**The metal 2 layer**

The bar under the picture is 10 microns long.
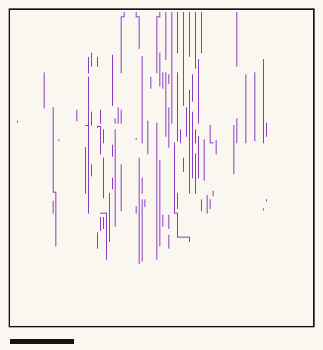
**M1 wires**

The bar under the picture is 10 microns long. Supply wires on this layer in grey.
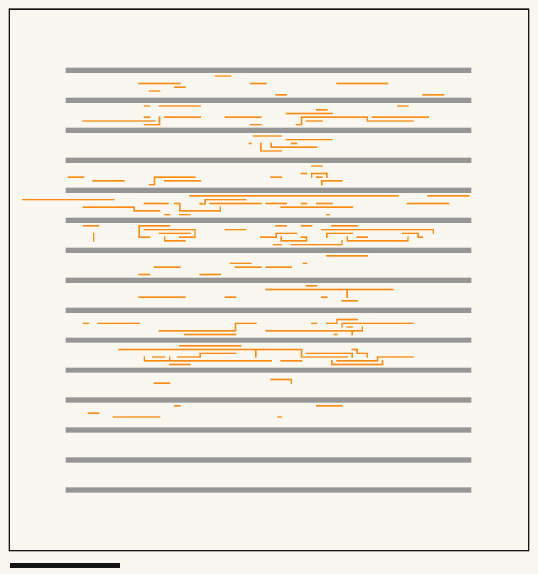
==> config.mk <==
export PLATFORM = sky130hd
export DESIGN_NAME = share_arb
export DESIGN_NICKNAME = d
export VERILOG_FILES = /design/src/rtl/share_arb_pkg.sv /design/src/rtl/share_arb_rr_pick.sv /design/src/rtl/share_arb.sv
export SDC_FILE = /design/constraint.sdc
export NUM_CORES = 1
export LEC_CHECK = 0
export CORE_AREA = 5 5 42 44
export CTS_CLUSTER_SIZE = 24
export DETAILED_ROUTE_END_ITERATION = 8
export DIE_AREA = 0 0 47 49
export HOLD_SLACK_MARGIN = 0.05
export PLACE_DENSITY = 0.55
export SYNTH_ARGS = -nofsm -noshare
export SYNTH_HDL_FRONTEND = slang
export SYNTH_SLANG_ARGS = --single-unit
==> constraint.sdc <==
create_clock -name clk -period 1.5 [get_ports clk]
set_input_delay 0.15 -clock clk [delete_from_list [all_inputs] [get_ports clk]]
set_output_delay 0.15 -clock clk [all_outputs]
set_load 0.01 [all_outputs]
==> reports/summary.txt <==
outcome = completed
ant diodes = 0
Slew @ Worst Pin = 282.2 ps
RSZ-0062 raised after global routing = no
Slew Viols, Final = 0
Tap Count = 16
Switching Share = 34.58%
Clock Pin Slew Worst Setup and Hold Paths = 50 ps
chip area = 0.002303 sq mm
WP data required = 1350 ps
Comb area = 231.5 sq um
clk_lat worst skew = 250 ps
top power group = combinational logic
top-count cell post-synth = nor2_1
leading area contributor after synthesis = dfxtp_1
Post-Syn Instances = 44
Post-CTS Setup Bufs = 0
drt first pass iters = 4
CP arrival = 1240 ps
post-synthesis cell area = 386.6 sq um
pre-CTS setup slack = -102.0 ps
flop count = 7
Fin Hold WS = 493.4 ps
Largest register FFs = 2
Crit-path slowest cell = dfxtp_2
Worst Hold Class = reg -> reg
Synth logic family = simple AND/OR/NAND/NOR gates
met1 WL = 377 microns
Gate power share = 57.2%
ys flops = 7
Post-synth ARST share = 0%
share of post-route cells with drive strength above 1 = 29.58%
placed cells = 83
# Cells Yosys = 44
routed wl met3 = 50 microns
busiest grt layer = met2
Worst R2R Path Depth = 5
slowest cell delay on critical path = 340 ps
Basic Gates by Area = 21.04%
bufs w/o clock = 24
leakage = 0.2953 nW
## Picture notes: 'the metal 2 layer'
The wires run mostly vertical. The layer carries 521 microns of wire.
routed vias: 388
met2 usage: 14.25%

## Picture notes: 'M1 wires'
The layer carries 377 microns of wire. The longest straight run is 18.9 microns.
GR met1 Demand/Resource: 11.84%
Total Wirelength: 948 microns

Power is estimated from default activity; no workload was simulated.
